## config.mk

```make
export PLATFORM = sky130hd
export DESIGN_NAME = pool_sched_flat
export DESIGN_NICKNAME = d
export VERILOG_FILES = /design/src/rtl/pool_sched_if.sv /design/src/rtl/pool_sched.sv /design/src/flat_wrapper.sv
export SDC_FILE = /design/constraint.sdc
export NUM_CORES = 1
export LEC_CHECK = 0
export ABC_AREA = 1
export CAP_MARGIN = 40
export CORE_MARGIN = 2
export CORE_UTILIZATION = 49
export DETAILED_ROUTE_END_ITERATION = 10
export PLACE_DENSITY = 0.74
export SYNTH_ARGS = -nofsm -noshare
export SYNTH_HDL_FRONTEND = slang
export SYNTH_SLANG_ARGS = --single-unit
```

## constraint.sdc

```tcl
create_clock -name clk -period 2.1 [get_ports clk]
set_clock_uncertainty 0.1 [all_clocks]
set_input_delay 0.63 -clock clk [delete_from_list [all_inputs] [get_ports clk]]
set_output_delay 0.63 -clock clk [all_outputs]
set_load 0.02 [all_outputs]
```

## src/rtl/pool_sched_if.sv

```systemverilog
// Handshake and buffer-access bundle between the pool sequencer, the layer FSM
// and the pool/conv feature buffers.
interface pool_sched_if #(
  parameter int DATSIZE = 22,
  parameter int CW      = 6
);
  logic [3:0]           state;
  logic                 start;
  logic                 busy;
  logic                 done;
  logic                 rd_en;
  logic [5:0]           rd_y;
  logic [5:0]           rd_x;
  logic [CW-1:0]        rd_c;
  logic                 rd_updown;
  logic [2*DATSIZE-1:0] rd_data;
  logic                 wr_en;
  logic [4:0]           wr_y;
  logic [4:0]           wr_x;
  logic [CW-1:0]        wr_c;
  logic [DATSIZE-1:0]   wr_data;

  modport master (
    input  state, start, rd_data,
    output busy, done, rd_en, rd_y, rd_x, rd_c, rd_updown,
           wr_en, wr_y, wr_x, wr_c, wr_data
  );

  modport slave (
    output state, start, rd_data,
    input  busy, done, rd_en, rd_y, rd_x, rd_c, rd_updown,
           wr_en, wr_y, wr_x, wr_c, wr_data
  );
endinterface

```

## src/rtl/pool_sched.sv

```systemverilog
// 2x2 signed max-pool sequencer for POOL1/2/3: two row reads per pixel, one write per pixel.
// Optional macro POOL_SCHED_RELU_EN clamps negative maxima to zero before the write.
module pool_sched #(
  parameter int DATSIZE = 22,
  parameter int CW      = 6
) (
  input  logic          clk,
  input  logic          rst_n,
  pool_sched_if.master  bus
);

  typedef enum logic [2:0] {
    IDLE     = 3'd0,
    ISSUE_UP = 3'd1,
    ISSUE_DN = 3'd2,
    DRAIN    = 3'd3,
    DONE     = 3'd4
  } state_e;

  localparam logic [3:0]    POOL1 = 4'b0011;
  localparam logic [3:0]    POOL2 = 4'b0101;
  localparam logic [3:0]    POOL3 = 4'b0111;
  localparam logic [CW-1:0] C_ONE = {{(CW-1){1'b0}}, 1'b1};

  function automatic logic signed [DATSIZE-1:0] smax(
    input logic signed [DATSIZE-1:0] a,
    input logic signed [DATSIZE-1:0] b
  );
    return (a > b) ? a : b;
  endfunction

  state_e                     state_q, state_d;
  logic                       busy_q, busy_d, done_q, done_d;
  logic                       rd_en_q, rd_en_d, rd_updown_q, rd_updown_d;
  logic [5:0]                 rd_y_q, rd_y_d, rd_x_q, rd_x_d, last_xy_q, last_xy_d;
  logic [CW-1:0]              rd_c_q, rd_c_d, last_c_q, last_c_d;
  logic                       p1_v_q, p1_v_d, p2_v_q, p2_v_d;
  logic [4:0]                 p1_y_q, p1_y_d, p1_x_q, p1_x_d, p2_y_q, p2_y_d, p2_x_q, p2_x_d;
  logic [CW-1:0]              p1_c_q, p1_c_d, p2_c_q, p2_c_d;
  logic signed [DATSIZE-1:0]  m_up_q, m_up_d;
  logic                       wr_en_q, wr_en_d;
  logic [4:0]                 wr_y_q, wr_y_d, wr_x_q, wr_x_d;
  logic [CW-1:0]              wr_c_q, wr_c_d;
  logic signed [DATSIZE-1:0]  wr_data_q, wr_data_d;
  logic signed [DATSIZE-1:0]  s0_s, s1_s, m_s;
  logic                       last_pix_s;

  assign s0_s       = bus.rd_data[DATSIZE-1:0];
  assign s1_s       = bus.rd_data[2*DATSIZE-1:DATSIZE];
  assign m_s        = smax(m_up_q, smax(s0_s, s1_s));
  assign last_pix_s = (rd_x_q == last_xy_q) && (rd_y_q == last_xy_q) && (rd_c_q == last_c_q);

  // Next-state: sequencing FSM, pixel counters and the three-stage read/max/write pipeline.
  always_comb begin
    state_d     = state_q;
    busy_d      = busy_q;
    done_d      = 1'b0;
    rd_en_d     = 1'b0;
    rd_updown_d = 1'b0;
    rd_y_d      = rd_y_q;
    rd_x_d      = rd_x_q;
    rd_c_d      = rd_c_q;
    last_xy_d   = last_xy_q;
    last_c_d    = last_c_q;

    case (state_q)
      IDLE: begin
        if (bus.start) begin
          case (bus.state)
            POOL1: begin last_xy_d = 6'd15; last_c_d = CW'(6'd15); end
            POOL2: begin last_xy_d = 6'd7;  last_c_d = CW'(6'd31); end
            POOL3: begin last_xy_d = 6'd3;  last_c_d = CW'(6'd63); end
            default: begin last_xy_d = last_xy_q; last_c_d = last_c_q; end
          endcase
          if (bus.state == POOL1 || bus.state == POOL2 || bus.state == POOL3) begin
            state_d = ISSUE_UP;
            busy_d  = 1'b1;
            rd_en_d = 1'b1;
            rd_y_d  = 6'd0;
            rd_x_d  = 6'd0;
            rd_c_d  = '0;
          end else begin
            state_d = IDLE;
          end
        end else begin
          state_d = IDLE;
        end
      end
      ISSUE_UP: begin
        state_d     = ISSUE_DN;
        rd_en_d     = 1'b1;
        rd_updown_d = 1'b1;
      end
      ISSUE_DN: begin
        if (rd_x_q == last_xy_q) begin
          rd_x_d = 6'd0;
          if (rd_y_q == last_xy_q) begin
            rd_y_d = 6'd0;
            rd_c_d = (rd_c_q == last_c_q) ? '0 : rd_c_q + C_ONE;
          end else begin
            rd_y_d = rd_y_q + 6'd1;
          end
        end else begin
          rd_x_d = rd_x_q + 6'd1;
        end
        if (last_pix_s) begin
          state_d = DRAIN;
        end else begin
          state_d = ISSUE_UP;
          rd_en_d = 1'b1;
        end
      end
      DRAIN: begin
        // The final write is on the bus this cycle once wr_en_q rises.
        if (wr_en_q) begin
          state_d = DONE;
          done_d  = 1'b1;
          busy_d  = 1'b0;
        end else begin
          state_d = DRAIN;
        end
      end
      DONE:    state_d = IDLE;
      default: begin state_d = IDLE; busy_d = 1'b0; end
    endcase

    p1_v_d = rd_en_q && !rd_updown_q;
    p1_y_d = rd_y_q[4:0];
    p1_x_d = rd_x_q[4:0];
    p1_c_d = rd_c_q;
    p2_v_d = p1_v_q;
    p2_y_d = p1_y_q;
    p2_x_d = p1_x_q;
    p2_c_d = p1_c_q;
    m_up_d = p1_v_q ? smax(s0_s, s1_s) : m_up_q;

    wr_en_d = p2_v_q;
    if (p2_v_q) begin
      wr_y_d = p2_y_q;
      wr_x_d = p2_x_q;
      wr_c_d = p2_c_q;
`ifdef POOL_SCHED_RELU_EN
      wr_data_d = m_s[DATSIZE-1] ? '0 : m_s;
`else
      wr_data_d = m_s;
`endif
    end else begin
      wr_y_d    = wr_y_q;
      wr_x_d    = wr_x_q;
      wr_c_d    = wr_c_q;
      wr_data_d = wr_data_q;
    end
  end

  // State and output registers; reset aborts any layer in progress.
  always_ff @(posedge clk or negedge rst_n) begin
    if (!rst_n) begin
      state_q     <= IDLE;
      busy_q      <= 1'b0;
      done_q      <= 1'b0;
      rd_en_q     <= 1'b0;
      rd_updown_q <= 1'b0;
      rd_y_q      <= 6'd0;
      rd_x_q      <= 6'd0;
      rd_c_q      <= '0;
      last_xy_q   <= 6'd0;
      last_c_q    <= '0;
      p1_v_q      <= 1'b0;
      p1_y_q      <= 5'd0;
      p1_x_q      <= 5'd0;
      p1_c_q      <= '0;
      p2_v_q      <= 1'b0;
      p2_y_q      <= 5'd0;
      p2_x_q      <= 5'd0;
      p2_c_q      <= '0;
      m_up_q      <= '0;
      wr_en_q     <= 1'b0;
      wr_y_q      <= 5'd0;
      wr_x_q      <= 5'd0;
      wr_c_q      <= '0;
      wr_data_q   <= '0;
    end else begin
      state_q     <= state_d;
      busy_q      <= busy_d;
      done_q      <= done_d;
      rd_en_q     <= rd_en_d;
      rd_updown_q <= rd_updown_d;
      rd_y_q      <= rd_y_d;
      rd_x_q      <= rd_x_d;
      rd_c_q      <= rd_c_d;
      last_xy_q   <= last_xy_d;
      last_c_q    <= last_c_d;
      p1_v_q      <= p1_v_d;
      p1_y_q      <= p1_y_d;
      p1_x_q      <= p1_x_d;
      p1_c_q      <= p1_c_d;
      p2_v_q      <= p2_v_d;
      p2_y_q      <= p2_y_d;
      p2_x_q      <= p2_x_d;
      p2_c_q      <= p2_c_d;
      m_up_q      <= m_up_d;
      wr_en_q     <= wr_en_d;
      wr_y_q      <= wr_y_d;
      wr_x_q      <= wr_x_d;
      wr_c_q      <= wr_c_d;
      wr_data_q   <= wr_data_d;
    end
  end

  assign bus.busy      = busy_q;
  assign bus.done      = done_q;
  assign bus.rd_en     = rd_en_q;
  assign bus.rd_updown = rd_updown_q;
  assign bus.rd_y      = rd_y_q;
  assign bus.rd_x      = rd_x_q;
  assign bus.rd_c      = rd_c_q;
  assign bus.wr_en     = wr_en_q;
  assign bus.wr_y      = wr_y_q;
  assign bus.wr_x      = wr_x_q;
  assign bus.wr_c      = wr_c_q;
  assign bus.wr_data   = wr_data_q;

endmodule

```

## src/flat_wrapper.sv

```systemverilog
// flat-port wrapper written by rule: the top's interface ports become plain ports
module pool_sched_flat 
#(
  parameter int DATSIZE = 22,
  parameter int CW      = 6
)
  (clk, rst_n, bus_state, bus_start, bus_rd_data, bus_busy, bus_done, bus_rd_en, bus_rd_y, bus_rd_x, bus_rd_c, bus_rd_updown, bus_wr_en, bus_wr_y, bus_wr_x, bus_wr_c, bus_wr_data);
  pool_sched_if #(.DATSIZE(DATSIZE), .CW(CW)) bus_i ();
  input  logic clk;
  input  logic rst_n;
  input wire logic [$bits(bus_i.state)-1:0] bus_state;
  input wire logic [$bits(bus_i.start)-1:0] bus_start;
  input wire logic [$bits(bus_i.rd_data)-1:0] bus_rd_data;
  output wire logic [$bits(bus_i.busy)-1:0] bus_busy;
  output wire logic [$bits(bus_i.done)-1:0] bus_done;
  output wire logic [$bits(bus_i.rd_en)-1:0] bus_rd_en;
  output wire logic [$bits(bus_i.rd_y)-1:0] bus_rd_y;
  output wire logic [$bits(bus_i.rd_x)-1:0] bus_rd_x;
  output wire logic [$bits(bus_i.rd_c)-1:0] bus_rd_c;
  output wire logic [$bits(bus_i.rd_updown)-1:0] bus_rd_updown;
  output wire logic [$bits(bus_i.wr_en)-1:0] bus_wr_en;
  output wire logic [$bits(bus_i.wr_y)-1:0] bus_wr_y;
  output wire logic [$bits(bus_i.wr_x)-1:0] bus_wr_x;
  output wire logic [$bits(bus_i.wr_c)-1:0] bus_wr_c;
  output wire logic [$bits(bus_i.wr_data)-1:0] bus_wr_data;
  assign bus_i.state = bus_state;
  assign bus_i.start = bus_start;
  assign bus_i.rd_data = bus_rd_data;
  assign bus_busy = bus_i.busy;
  assign bus_done = bus_i.done;
  assign bus_rd_en = bus_i.rd_en;
  assign bus_rd_y = bus_i.rd_y;
  assign bus_rd_x = bus_i.rd_x;
  assign bus_rd_c = bus_i.rd_c;
  assign bus_rd_updown = bus_i.rd_updown;
  assign bus_wr_en = bus_i.wr_en;
  assign bus_wr_y = bus_i.wr_y;
  assign bus_wr_x = bus_i.wr_x;
  assign bus_wr_c = bus_i.wr_c;
  assign bus_wr_data = bus_i.wr_data;
  pool_sched #(.DATSIZE(DATSIZE), .CW(CW)) u_core (.clk(clk), .rst_n(rst_n), .bus(bus_i));
endmodule
```

==> impl_metrics.env, run 1 <==
# flow metrics
export IMPL_status="finished with violations"
export IMPL_violations="negative setup slack"
export IMPL_layout_drive_gt1_share_pct=41.50
export IMPL_topCellsByArea="dfrtp_1 46%, nand2_1 16%, ha_1 8.7%"
export IMPL_grt_overflow_total=0
export IMPL_synth_edff_count=0
export IMPL_path_max_fanout=18
export IMPL_worstReg2RegStart="u_core.m_up_q[6]$_DFFE_PN0P_"
export IMPL_relSlewSlack_pct=57.16
export IMPL_critical_path_slowest_cell="nor4_2"
export IMPL_ys_flop_type="dfrtp_1"
export IMPL_path_buffers=7
export IMPL_postSynthSeqShare_pct=45.87
export IMPL_crit_top_cell="nand2_1"
export IMPL_num_nets_final=1233
export IMPL_avgSynthCellArea_um2=7.903
export IMPL_r2r_cells=14
export IMPL_viasPerCell=5.909
export IMPL_drc=0
export IMPL_p_total_mw=9.842
export IMPL_synthesis_area_um2=6765
export IMPL_grt_pass1_vias=7164
export IMPL_setup_ws_ps=-2336
export IMPL_num_vias=7817
export IMPL_lay_top_count="nand2_1"
export IMPL_grt_start_max_net_pins=77
export IMPL_ys_cells=856
export IMPL_clk_pin_slew_ps=60
export IMPL_clockBufferCount=18
export IMPL_grt_usage_pct=30.76
export IMPL_drtIter0Drc=881
export IMPL_finalCritPeriodShare_pct=211.2
export IMPL_p_leak_nw=5.689
export IMPL_common_cells="296 x nand2_1, 124 x dfrtp_1, 81 x nor2_1, 80 x inv_1, 64 x nand3_1"
export IMPL_sh_seq_area_pct=27.44
export IMPL_pre_cts_ws_ps=-2331
export IMPL_insertion_delay_ps=410
export IMPL_r2r_end="u_core.bus.wr_data[20]$_DFFE_PN0P_"
export IMPL_post_route_util_pct=84.73
export IMPL_cts_buffers=17
export IMPL_cts_tree="built"
export IMPL_period_needed_ps=4436
export IMPL_required_ps=2300
export IMPL_routedWlPerCell_um=20.95
export IMPL_fp_util_pct=50.68
export IMPL_comb_power_share_pct=41.8
export IMPL_cts_resized_gates=409
export IMPL_grt_pass1_wl_um=35380
export IMPL_cts_setup_buffers=45
export IMPL_comb_cells=620
export IMPL_place_hpwl_um=12180
export IMPL_mi_logic_area_um2=4410
export IMPL_fp_nets=954
export IMPL_ant_nets=0
export IMPL_synth_distinct_cells=41
export IMPL_ir_worst_vdd_v=0.0009007
export IMPL_path_depth=25
export IMPL_synth_top_area_share_pct=45.87
export IMPL_clock_area_share_pct=4.945
export IMPL_first_pass_iters=5
export IMPL_critPathMaxStageDelay_ps=630
export IMPL_p_int_mw=6.246
export IMPL_openroad_warnings=29
export IMPL_die_height_um=121.5
export IMPL_drv_slew=0
export IMPL_antennaDiodeCount=0
export IMPL_endpoint="u_core.bus.wr_data[20]$_DFFE_PN0P_"
export IMPL_finalSetupViolCount=45
export IMPL_netSwitchingPower_mw=3.596
export IMPL_synth_most_common_cell="nand2_1"
## run 1: worst reg2reg max path, stage by stage (launching register included)
cell	delay [ps]
dfrtp_1	470
ha_4	300
nand2_1	70
nor2_2	160
nand2_2	160
nor2_4	150
nand2_2	90
nand4_1	170
nand3_4	160
buf_6	150
buf_12	140
nor2_2	100
nor2_1	60
nand2_1	110
nand2_1	60
## run 1: routing by layer
| metal | share of wire, % | up-vias | track usage (%) | wire [um] |
|---|---|---|---|---|
| met4 | 8.3 | 0 | 12.21 | 2298 |
| li1 | - | 3322 | - | - |
| met5 | 0 | - | 0 | 0 |
| met2 | 47 | 569 | 52.91 | 13110 |
| met3 | 8.3 | 227 | 6.673 | 2288 |
| met1 | 36 | 3699 | 37.75 | 10020 |
## run 1: flip-flops by register name, summed over array words and instances, names as in the netlist, 6 cells and up
register and count:
u_core.bus.rd_c 6, u_core.bus.rd_x 6, u_core.bus.rd_y 6, u_core.bus.wr_c 6
u_core.bus.wr_data 22, u_core.m_up_q 22, u_core.p1_c_q 6, u_core.p2_c_q 6
## run 1: power by group through the flow
stage	logic, mW	clock network, mW	registers, mW
2_1_floorplan	1.23	0	3.14
3_3_place_gp	2.61	0	2.92
3_5_place_dp	2.65	0	2.92
4_1_cts	3.43	2.77	2.91
5_1_grt	4.31	2.91	2.97
6_report	4.12	2.77	2.96
## run 1: cells by family after synthesis
kind of cell | synth area share (%)
and+or+nand+nor | 31.83
DFF | 45.87
buffers and inverters | 7.194
AOI/OAI and AO/OA | 5.641
adders and majority gates | 8.692
xor gates and xnor gates | 0.7768
## run 1: metrics by stage
stage	instances	setup TNS [ps]	instance area, um2
floorplan	856	-28230	7076
global placement	1223	-71910	9107
detailed placement	1223	-75810	9107
CTS	1308	-33110	10830
global route	1323	-65040	11310
finish	1323	-65150	11310
### I/O nets highlighted, run 1

Scale: 4 px per um.
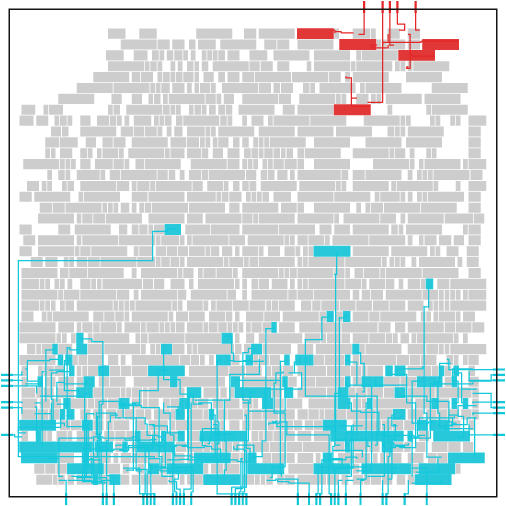
| colour | port | bits | direction | end cells | wire |
|---|---|---|---|---|---|
| red | bus_wr_y | 5 | output | 5 | 124 um |
| cyan | bus_rd_data | 44 | input | 109 | 2420 um |
I/O Buffers: 111
Top Ports: 112

### Cell outlines without signal wires, run 1

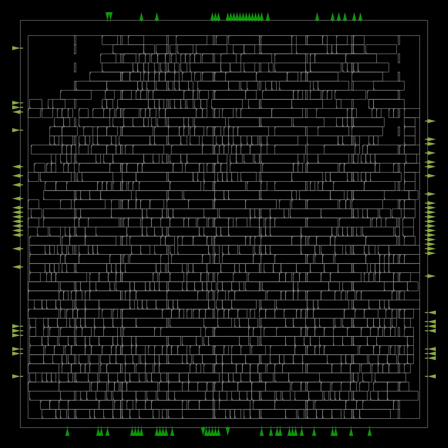
post-route insts no fill: 1323
core area: 13350 um2
fillers: 656
Site Rows: 42
flop count: 124

### Clock distribution, run 1

Scale: 2 px per um.
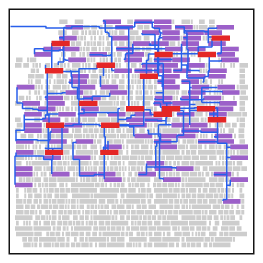
[blue] clock wires | length: 1570 um
[purple] flip-flops | count: 124
[red] clock-net drivers | count: 17
routed clock nets: 18

==> run 2: changes to the inputs <==
--- a/config.mk
+++ b/config.mk
@@ -11,6 +11,7 @@
 export CORE_UTILIZATION = 49
 export DETAILED_ROUTE_END_ITERATION = 10
 export PLACE_DENSITY = 0.74
+export SETUP_SLACK_MARGIN = 0.05
 export SYNTH_ARGS = -nofsm -noshare
 export SYNTH_HDL_FRONTEND = slang
 export SYNTH_SLANG_ARGS = --single-unit
==> impl_metrics.env, run 2 <==
# flow metrics
export IMPL_p_leak_nw=5.692
export IMPL_drc=0
export IMPL_topCellsByArea="dfrtp_1 46%, nand2_1 16%, ha_1 8.7%"
export IMPL_place_hpwl_um=12180
export IMPL_ir_worst_vdd_v=0.0009271
export IMPL_worstReg2RegStart="u_core.m_up_q[17]$_DFFE_PN0P_"
export IMPL_synthesis_area_um2=6765
export IMPL_finalSetupViolCount=47
export IMPL_rows=42
export IMPL_cts_tree="built"
export IMPL_placed_area_um2=9107
export IMPL_violations="negative setup slack"
export IMPL_ant_nets=0
export IMPL_grt_usage_pct=31.20
export IMPL_drv_slew=0
export IMPL_endpoint="u_core.bus.wr_data[1]$_DFFE_PN0P_"
export IMPL_synth_most_common_cell="nand2_1"
export IMPL_grt_pass1_wl_um=35750
export IMPL_num_fill_cells=636
export IMPL_core_area_um2=13350
export IMPL_antennaDiodeCount=0
export IMPL_synth_distinct_cells=41
export IMPL_drtIter0Drc=900
export IMPL_setup_ws_ps=-1831
export IMPL_cts_resized_gates=420
export IMPL_die_height_um=121.5
export IMPL_ios=112
export IMPL_period_needed_ps=3931
export IMPL_numPortBuffers=111
export IMPL_synth_top_area_share_pct=45.87
export IMPL_grt_start_max_net_pins=77
export IMPL_r2r_cells=13
export IMPL_common_cells="296 x nand2_1, 124 x dfrtp_1, 81 x nor2_1, 80 x inv_1, 64 x nand3_1"
export IMPL_ys_cells=856
export IMPL_fp_util_pct=50.68
export IMPL_status="finished with violations"
export IMPL_num_vias=8016
export IMPL_cts_buffers=17
-- run 2: report_power, final --
part           switching [mW]  internal, mW  leakage, nW
clock network            1.17          1.65        0.257
logic                    2.31          2.03         3.98
registers               0.295          2.68         1.45
-- run 2: per-layer routing --
metal,GRT usage [%],part of all wire (%)
met1,37.68,36
met2,53.34,49
met3,6.579,8.7
met4,14.80,7.0
met5,0,0
-- run 2: worst max-delay path, stage by stage --
cell and delay, ps:
buf_2 120, ha_4 260, nand2_1 80, nand2_1 70, nand2_1 80, nand2_1 60
nand2_1 80, nand2_1 80, nand2_2 110, nand3_4 90, nand2_2 110, nand2_4 130
buf_12 170, nand3b_1 150, nand2_4 100, ha_4 310, nand2_4 70, nor2_4 150
nand2_4 80, nor2_4 130, nand2_2 80, nand4_1 140, nand3_4 150, bufbuf_16 300
nor2_1 140, nor2_1 70, nand2_1 90, nand2_1 80
-- run 2: logic make-up (layout without fill, tap and decap cells) --
| family | count (synthesis) | after routing | share of synthesized area, % |
|---|---|---|---|
| adders and majority gates | 47 | 47 | 8.692 |
| and+or+nand+nor | 496 | 496 | 31.83 |
| DFF | 124 | 124 | 45.87 |
| AOI/OAI and AO/OA | 71 | 71 | 5.641 |
| xor gates and xnor gates | 6 | 6 | 0.7768 |
| buffers and inverters | 112 | 414 | 7.194 |
-- run 2: metrics by stage --
step	total power [mW]	setup TNS, ps
floorplan	4.362	-28230
global placement	5.528	-71910
detailed placement	5.571	-75810
CTS	9.084	-33110
global route	10.42	-47690
finish	10.14	-43730
-- run 2: area by class of cell --
class	instances	area (um2)	share of cell area (%)
flip-flops and latches	124	3103	27.08
clock buffers	18	439.2	3.833
inverters	83	361.6	3.156
repair buffers	300	2758	24.07
well taps	176	220.2	1.922
clock inverters	13	120.1	1.048
multi-input cells	620	4456	38.89
### Cells coloured by class, run 2

Scale: 2 px per um.
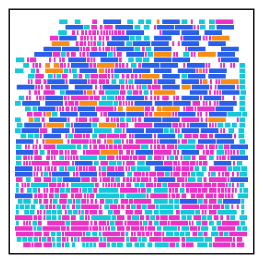
| colour | class | cells | share of their area |
|---|---|---|---|
| orange | clock drivers and dummy loads | 31 | 5.0% |
| cyan | remaining buffers and delay cells | 300 | 25% |
| blue | registers | 124 | 28% |
| magenta | remaining logic cells | 703 | 43% |
Post-Route Utilization: 85.84%
Final Cell Area: 11460 um2
fraction of area in registers: 27.08%

### I/O nets highlighted, run 2

Scale: 4 px per um.
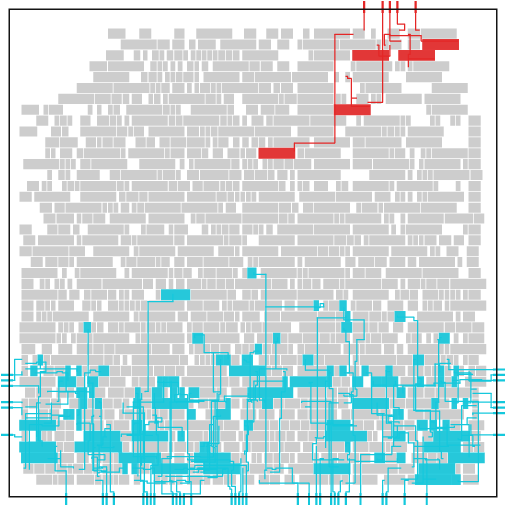
| colour | port | bits | direction | end cells | wire |
|---|---|---|---|---|---|
| cyan | bus_rd_data | 44 | input | 109 | 2220 um |
| red | bus_wr_y | 5 | output | 5 | 161 um |

### Sequential cells coloured by netlist name, run 2

Scale: 2 px per um. Other sequential cells in the stronger grey, the rest of the logic in the fainter grey.
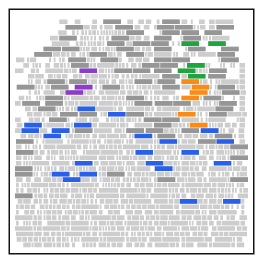
| colour | netlist name | sequential cells |
|---|---|---|
| green | u_core.p2_x_q | 5 |
| blue | u_core.m_up_q | 22 |
| purple | u_core.last_c_q | 3 |
| orange | u_core.p2_c_q | 6 |

Power is estimated from default activity; no workload was simulated.
